$ cat src/rtl/lif_pkg.sv
// Shared definitions for the leaky integrate-and-fire neuron bank.
//   - lif_state_e : bank sequencing states (COLLECT, UPDATE, EMIT)
//   - LIF_*       : default bank geometry and neuron constants
//   - sat_add     : add two non-negative values, clamped to max_val
package lif_pkg;

    typedef enum logic [1:0] {
        COLLECT = 2'd0,
        UPDATE  = 2'd1,
        EMIT    = 2'd2
    } lif_state_e;

    localparam int LIF_N          = 4;
    localparam int LIF_VW         = 8;
    localparam int LIF_MW         = 10;
    localparam int LIF_THRESH     = 200;
    localparam int LIF_LEAK_SHIFT = 3;

    // Operands are small non-negative magnitudes, so a 32-bit signed sum
    // cannot wrap and the clamp alone decides saturation.
    function automatic int sat_add(input int a, input int b, input int max_val);
        int sum;
        sum = a + b;
        return (sum > max_val) ? max_val : sum;
    endfunction

endpackage

$ cat src/rtl/lif_neuron_bank_if.sv
// Stream/result bundle between the MVM engine side and the neuron bank.
//   in_val      : MVM row result, valid when in_toggle changes
//   in_toggle   : toggle-encoded strobe, each edge is one new in_val
//   frame_clr   : resync, restarts frame collection
//   spike_out   : spike vector of the last completed frame
//   spike_valid : one-cycle pulse when spike_out updates
//   busy        : bank is updating or emitting and cannot accept values
//   overrun     : sticky, a value arrived while busy
// master = producer/consumer around the bank, slave = the bank itself.
interface lif_neuron_bank_if #(
    parameter int N  = 4,
    parameter int VW = 8
);
    logic [VW-1:0] in_val;
    logic          in_toggle;
    logic          frame_clr;
    logic [N-1:0]  spike_out;
    logic          spike_valid;
    logic          busy;
    logic          overrun;

    modport master (
        output in_val, in_toggle, frame_clr,
        input  spike_out, spike_valid, busy, overrun
    );

    modport slave (
        input  in_val, in_toggle, frame_clr,
        output spike_out, spike_valid, busy, overrun
    );
endinterface

$ cat src/rtl/lif_update.sv
// Combinational single-neuron leaky integrate-and-fire step.
//   v      : current membrane potential (MW bits, unsigned)
//   in_val : input current for this frame (VW bits, zero-extended)
//   v_next : new membrane potential (0 after a spike)
//   spike  : neuron fires this frame
module lif_update
    import lif_pkg::*;
#(
    parameter int VW         = LIF_VW,
    parameter int MW         = LIF_MW,
    parameter int THRESH     = LIF_THRESH,
    parameter int LEAK_SHIFT = LIF_LEAK_SHIFT
) (
    input  logic [MW-1:0] v,
    input  logic [VW-1:0] in_val,
    output logic [MW-1:0] v_next,
    output logic          spike
);
    localparam int V_MAX = (1 << MW) - 1;

    logic [MW-1:0] leaked;
    int            t;

    // v - (v >> s) never underflows, so the leak alone keeps v >= 0.
    // The sum is done wide and clamped so overflow saturates instead of wrapping.
    always_comb begin
        leaked = v - (v >> LEAK_SHIFT);
        t      = sat_add(int'(leaked), int'(in_val), V_MAX);
        spike  = (t >= THRESH);
        v_next = spike ? '0 : MW'(t);
    end

endmodule

$ cat src/rtl/lif_neuron_bank.sv
// Bank of N leaky integrate-and-fire neurons fed by the sparse MVM engine.
// Collects one N-value frame from a toggle-encoded stream, then updates
// each neuron in turn with a single shared lif_update, then publishes the
// spike vector.
//   clk   : clock
//   rst_n : asynchronous reset, active high
//   bus   : lif_neuron_bank_if slave (stream in, spikes/status out)
module lif_neuron_bank
    import lif_pkg::*;
#(
    parameter int N          = LIF_N,
    parameter int VW         = LIF_VW,
    parameter int MW         = LIF_MW,
    parameter int THRESH     = LIF_THRESH,
    parameter int LEAK_SHIFT = LIF_LEAK_SHIFT
) (
    input  logic               clk,
    input  logic               rst_n,
    lif_neuron_bank_if.slave   bus
);
    localparam int            IW       = (N > 1) ? $clog2(N) : 1;
    localparam logic [IW-1:0] LAST_IDX = IW'(N - 1);

    lif_state_e    state_q, state_d;
    logic [IW-1:0] idx_q, idx_d;
    logic          toggle_q, toggle_d;
    logic [MW-1:0] v_q [N];
    logic [MW-1:0] v_d [N];
    logic [VW-1:0] in_buf_q [N];
    logic [VW-1:0] in_buf_d [N];
    logic [N-1:0]  spk_q, spk_d;
    logic [N-1:0]  spike_out_q, spike_out_d;
    logic          spike_valid_q, spike_valid_d;
    logic          overrun_q, overrun_d;

    logic          strb;
    logic [MW-1:0] upd_v_next;
    logic          upd_spike;

    assign strb = bus.in_toggle ^ toggle_q;

    // idx doubles as the value slot in COLLECT and the neuron index in UPDATE.
    lif_update #(
        .VW         (VW),
        .MW         (MW),
        .THRESH     (THRESH),
        .LEAK_SHIFT (LEAK_SHIFT)
    ) u_update (
        .v      (v_q[idx_q]),
        .in_val (in_buf_q[idx_q]),
        .v_next (upd_v_next),
        .spike  (upd_spike)
    );

    // The spike vector and its valid pulse are registered on the last UPDATE
    // cycle so that they are visible exactly during the EMIT cycle.
    always_comb begin
        state_d       = state_q;
        idx_d         = idx_q;
        toggle_d      = bus.in_toggle;
        v_d           = v_q;
        in_buf_d      = in_buf_q;
        spk_d         = spk_q;
        spike_out_d   = spike_out_q;
        spike_valid_d = 1'b0;
        overrun_d     = overrun_q;

        if (bus.frame_clr) begin
            // Strobe in the same cycle is ignored entirely; membranes are kept.
            idx_d   = '0;
            state_d = COLLECT;
        end else begin
            if (strb && (state_q != COLLECT)) begin
                overrun_d = 1'b1;
            end

            case (state_q)
                COLLECT: begin
                    if (strb) begin
                        in_buf_d[idx_q] = bus.in_val;
                        if (idx_q == LAST_IDX) begin
                            idx_d   = '0;
                            state_d = UPDATE;
                        end else begin
                            idx_d = idx_q + 1'b1;
                        end
                    end
                end
                UPDATE: begin
                    v_d[idx_q]   = upd_v_next;
                    spk_d[idx_q] = upd_spike;
                    if (idx_q == LAST_IDX) begin
                        idx_d         = '0;
                        state_d       = EMIT;
                        spike_out_d   = spk_d;
                        spike_valid_d = 1'b1;
                    end else begin
                        idx_d = idx_q + 1'b1;
                    end
                end
                EMIT: begin
                    state_d = COLLECT;
                end
                default: begin
                    state_d = COLLECT;
                end
            endcase
        end
    end

    always_ff @(posedge clk or posedge rst_n) begin
        if (rst_n) begin
            state_q       <= COLLECT;
            idx_q         <= '0;
            toggle_q      <= 1'b0;
            v_q           <= '{default: '0};
            in_buf_q      <= '{default: '0};
            spk_q         <= '0;
            spike_out_q   <= '0;
            spike_valid_q <= 1'b0;
            overrun_q     <= 1'b0;
        end else begin
            state_q       <= state_d;
            idx_q         <= idx_d;
            toggle_q      <= toggle_d;
            v_q           <= v_d;
            in_buf_q      <= in_buf_d;
            spk_q         <= spk_d;
            spike_out_q   <= spike_out_d;
            spike_valid_q <= spike_valid_d;
            overrun_q     <= overrun_d;
        end
    end

    assign bus.spike_out   = spike_out_q;
    assign bus.spike_valid = spike_valid_q;
    assign bus.busy        = (state_q != COLLECT);
    assign bus.overrun     = overrun_q;

endmodule

$ cat src/flat_wrapper.sv
// flat-port wrapper written by rule: the top's interface ports become plain ports
module lif_neuron_bank_flat import lif_pkg::*;
#(
    parameter int N          = LIF_N,
    parameter int VW         = LIF_VW,
    parameter int MW         = LIF_MW,
    parameter int THRESH     = LIF_THRESH,
    parameter int LEAK_SHIFT = LIF_LEAK_SHIFT
)
  (clk, rst_n, bus_in_val, bus_in_toggle, bus_frame_clr, bus_spike_out, bus_spike_valid, bus_busy, bus_overrun);
  lif_neuron_bank_if #(.N(N), .VW(VW)) bus_i ();
  input  logic clk;
  input  logic rst_n;
  input wire logic [$bits(bus_i.in_val)-1:0] bus_in_val;
  input wire logic [$bits(bus_i.in_toggle)-1:0] bus_in_toggle;
  input wire logic [$bits(bus_i.frame_clr)-1:0] bus_frame_clr;
  output wire logic [$bits(bus_i.spike_out)-1:0] bus_spike_out;
  output wire logic [$bits(bus_i.spike_valid)-1:0] bus_spike_valid;
  output wire logic [$bits(bus_i.busy)-1:0] bus_busy;
  output wire logic [$bits(bus_i.overrun)-1:0] bus_overrun;
  assign bus_i.in_val = bus_in_val;
  assign bus_i.in_toggle = bus_in_toggle;
  assign bus_i.frame_clr = bus_frame_clr;
  assign bus_spike_out = bus_i.spike_out;
  assign bus_spike_valid = bus_i.spike_valid;
  assign bus_busy = bus_i.busy;
  assign bus_overrun = bus_i.overrun;
  lif_neuron_bank #(.N(N), .VW(VW), .MW(MW), .THRESH(THRESH), .LEAK_SHIFT(LEAK_SHIFT)) u_core (.clk(clk), .rst_n(rst_n), .bus(bus_i));
endmodule
$ cat config.mk
export PLATFORM = sky130hd
export DESIGN_NAME = lif_neuron_bank_flat
export DESIGN_NICKNAME = d
export VERILOG_FILES = /design/src/rtl/lif_pkg.sv /design/src/rtl/lif_neuron_bank_if.sv /design/src/rtl/lif_update.sv /design/src/rtl/lif_neuron_bank.sv /design/src/flat_wrapper.sv
export SDC_FILE = /design/constraint.sdc
export NUM_CORES = 1
export LEC_CHECK = 0
export CORE_AREA = 2 2 96 98
export CTS_BUF_LIST = sky130_fd_sc_hd__clkbuf_4
export DETAILED_ROUTE_END_ITERATION = 12
export DIE_AREA = 0 0 98 100
export PLACE_DENSITY = 0.76
export SLEW_MARGIN = 20
export SYNTH_ARGS = -nofsm -noshare
export SYNTH_HDL_FRONTEND = slang
export SYNTH_SLANG_ARGS = --single-unit
$ cat constraint.sdc
create_clock -name clk -period 4.5 [get_ports clk]
set_input_delay 0.675 -clock clk [delete_from_list [all_inputs] [get_ports clk]]
set_output_delay 0.675 -clock clk [all_outputs]
set_load 0.05 [all_outputs]
==> qor_table.md <==
| Quantity | Reported | Unit |
| --- | --- | --- |
| Sum of routed wire length over all layers | 11.2 | mm |
| Critical path cell sequence | buf_4 > mux4_2 > inv_2 > ha_1 > nor2b_1 > o31a_1 > o21a_1 > nor2_1 > xnor2_1 > ha_1 > o2111ai_2 > nor3_2 > buf_4 > o21a_1 > o41a_1 > o211ai_4 > clkbuf_16 > o31ai_1 | - |
| Vias per cell | 6.11 | - |
| Number of synthesized register bits | 86 | - |
| Clock period minus worst slack | 4470 | ps |
| Critical Path AT | 4780 | ps |
| Cell type with the largest total area | dfrtp_1 | - |
| Initial DRC Count | 240 | - |
| Largest net degree at the start of global routing | 51 | - |
| Number of standard-cell rows in the floorplan | 35 | - |
| Drt drc | 0 | - |
| Number of flops mapped to enable cells by yosys | 0 | - |
| Critical path capture point type | flip-flop | - |
| Dominant Register Cell | dfrtp_1 | - |
| Type of the tightest min-delay check | flip-flop to flip-flop | - |
| Top-area cell type share of the netlist area | 46.1 | % |
| Overall chip area | 0.00980 | mm² |
| Placer congestion estimate | 0.882 | - |
| Proportion of synthesized chip area in sequential cells | 46.1 | % |
| Horizontal die dimension | 98 | µm |
| Clock root buffer | clkbuf_4 | - |
| Result of the run | finished clean | - |
| Worst-case setup margin in the final layout | 31.6 | ps |
| Inst Count DP | 544 | - |
| Number of top-level pins | 19 | - |
| Worst relative slew slack | 44.0 | % |
| Detail Placement HPWL | 7.66 | mm |
| Total count of max-transition violations in the final report | 0 | - |
| Die Ht | 100 | µm |
| Clock slew seen by the registers of the worst setup and hold paths | 140 | ps |
| Port bufs | 18 | - |
| Dominant delay contributor by cell family on the critical path | AND-OR/OR-AND gates | - |
| Yosys Instances | 420 | - |
| Init Core Util | 52.5 | % |
| CTS H-tree lvls | 3 | - |
| Core ar. | 0.00889 | mm² |
| Post-Synthesis Cell Area | 0.00467 | mm² |
| Simple logic cell fraction of the synthesized area | 12.4 | % |
| Number of hold buffers added after cts | 0 | - |
| Worst Path Max Fanout | 8 | - |
| Main logic family | multiplexers | - |
| Wire per inst | 19.7 | µm |
| Xor and xnor area share after synthesis | 1.50 | % |
| YS chip area | 0.00467 | mm² |
## sequential cells by signal (all words and copies together), names as in the netlist
name / flops
u_core.bus.overrun: 1
u_core.v_q: 40
u_core.bus.spike_valid: 1
u_core.spk_q: 3
u_core.bus.spike_out: 4
u_core.idx_q: 2
u_core.state_q: 2
u_core.toggle_q: 1
u_core.in_buf_q: 32
## path summary, 6_finish.rpt
check / start / end / slack, ps / cells past startpoint
setup / recovery: u_core.idx_q[0] / u_core.v_q[11] / 30 / 18
hold / removal: u_core.bus.overrun / u_core.bus.overrun / 490 / 1
setup reg to reg: u_core.idx_q[0] / u_core.v_q[11] / 30 / 18
hold reg to reg: u_core.bus.overrun / u_core.bus.overrun / 490 / 1
max in group asynchronous: rst_n / u_core.idx_q[1] / 2820 / 3
min in group asynchronous: rst_n / u_core.v_q[26] / 680 / 2
## cell families after synthesis
| kind of cell | Yosys count |
|---|---|
| compound gates | 83 |
| xor+xnor | 8 |
| fa+ha+maj | 22 |
| buf+inv | 36 |
| flops | 86 |
| mux | 52 |
| simple gates | 133 |
## placed cells by master (no fill, tap or decap), drive strengths merged, types with 2 or more instances in the layout
master         Yosys  routed
a211oi             4       4
a21o               2       2
a21oi              9       9
a31oi              5       5
and2              11      11
buf               13      18
clkbuf             3      12
clkdlybuf4s50      0      18
clkinv             0       3
dfrtp             86      86
fa                 2       2
ha                20      20
inv               20      21
mux2              33      33
mux4              18      18
nand2             80      80
nand3              2       2
nand4              3       3
nor2              24      24
nor3               5       5
o2111ai            2       2
o211ai             3       3
o21a               6       6
o21ai             10      10
o31a               4       4
o31ai             33      33
or4                2       2
xnor2              5       5
xor2               3       3
## cell usage after synthesis, types with 2 or more instances
cell and number:
a211oi_1 2, nor3_1 5, buf_4 3, nand4_1 3, a211oi_2 2, o2111ai_1 2
a21o_1 2, ha_1 20, nand2_1 80, mux2_2 32, and2_1 11, xor2_1 3
o21a_1 6, fa_1 2, buf_1 5, buf_2 2, inv_1 20, clkbuf_1 3
a21oi_1 9, mux4_2 18, buf_6 3, o31ai_1 32, a31oi_1 5, dfrtp_1 86
nand3_1 2, o21ai_0 10, o211ai_1 2, nor2_1 24, xnor2_1 5, o31a_1 4
## cell type report
class,count,area [µm²]
clock buffer,10,75.1
clock inverter,6,68.8
inverter,20,76.3
multi-input combinational,298,2430
tap,111,139
fill,703,3560
timing repair buffer,38,385
sequential,86,2150
## metrics by stage
step | area [µm²] | TNS (ps)
after floorplan | 4670 | 0
after global placement | 4990 | 0
after detailed placement | 4990 | -1180
after CTS | 5130 | 0
after global routing | 5330 | -3240
final | 5330 | 0
## metal layers
layer	wire [µm]	global-route usage, %	vias to the layer above
li1	-	-	1581
met5	0	0	-
met3	599	4.53	31
met1	4640	29.5	1743
met2	5680	37.6	120
met4	302	10.4	0
## what timing repair did
item / CTS / global route
pin swaps: 0 / 13
setup buffers: 0 / 6
resized: 1 / 22
cloned: 0 / 3
endpoints found under the setup margin: 32 / 39
Figure 1. Routed metal, one color a layer.
Scale bar: 20 µm. Two of the layers only.
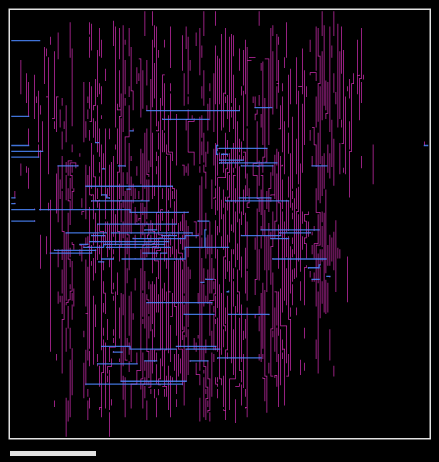
legend:
  met2:
    color: magenta
    wire_length: 5680 µm
  met3:
    color: blue
    wire_length: 599 µm

Figure 2. Routed clock nets over the placement.
Scale bar: 20 µm.
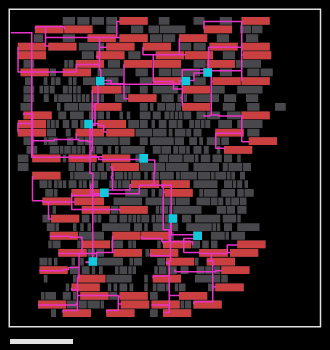
legend:
  clock wires:
    color: magenta
    length: 1000 µm
  cells driving clock nets:
    color: cyan
    count: 9
  flip-flops:
    color: red
    count: 86
flops lie: all over the die

Figure 3. Cells colored by class.
Fill, decap, tap and diode cells in gray.
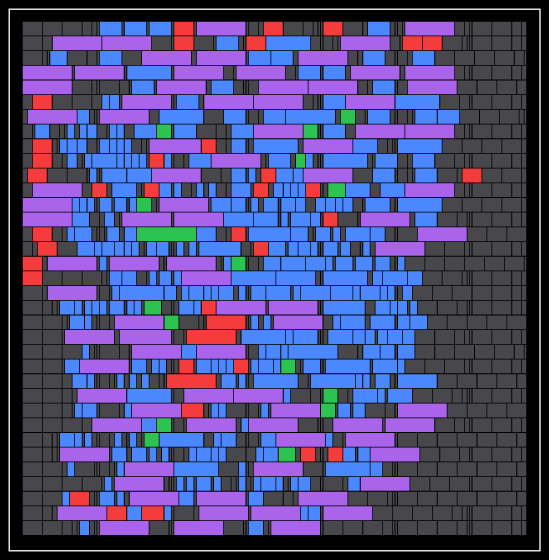
legend:
  all other logic:
    color: blue
    cells: 318
    share_of_their_area: 48%
  flip-flops:
    color: purple
    cells: 86
    share_of_their_area: 42%
  other buffers and delay cells:
    color: red
    cells: 38
    share_of_their_area: 7.4%
  clock drivers and dummy loads:
    color: green
    cells: 16
    share_of_their_area: 2.8%

Figure 4. Sequential cells grouped by signal name.
Scale bar: 20 µm. Other sequential cells in the stronger gray, the rest of the logic in the fainter gray.
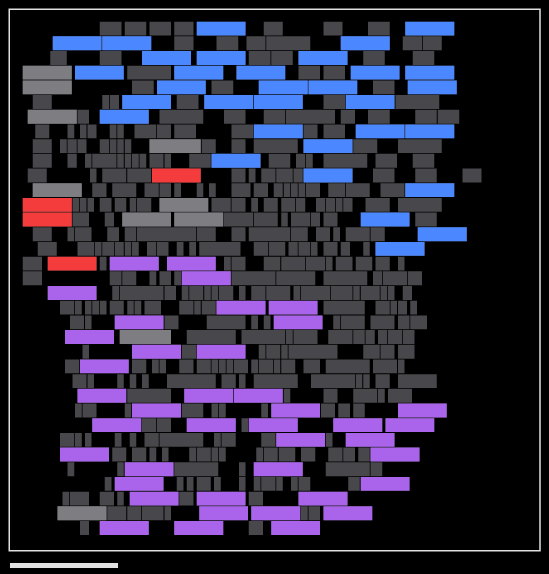
legend:
  u_core.bus.spike_out:
    color: red
    sequential_cells: 4
  u_core.in_buf_q:
    color: blue
    sequential_cells: 32
  u_core.v_q:
    color: purple
    sequential_cells: 40

Figure 5. Clock wiring as the flow saved it.
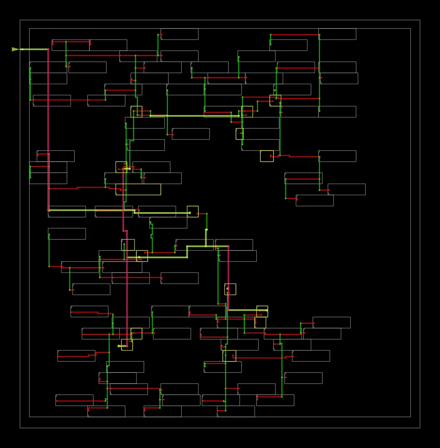
TritonCTS Buffers: 9
Latency at later pin: 440 ps
number of sequential cells: 86

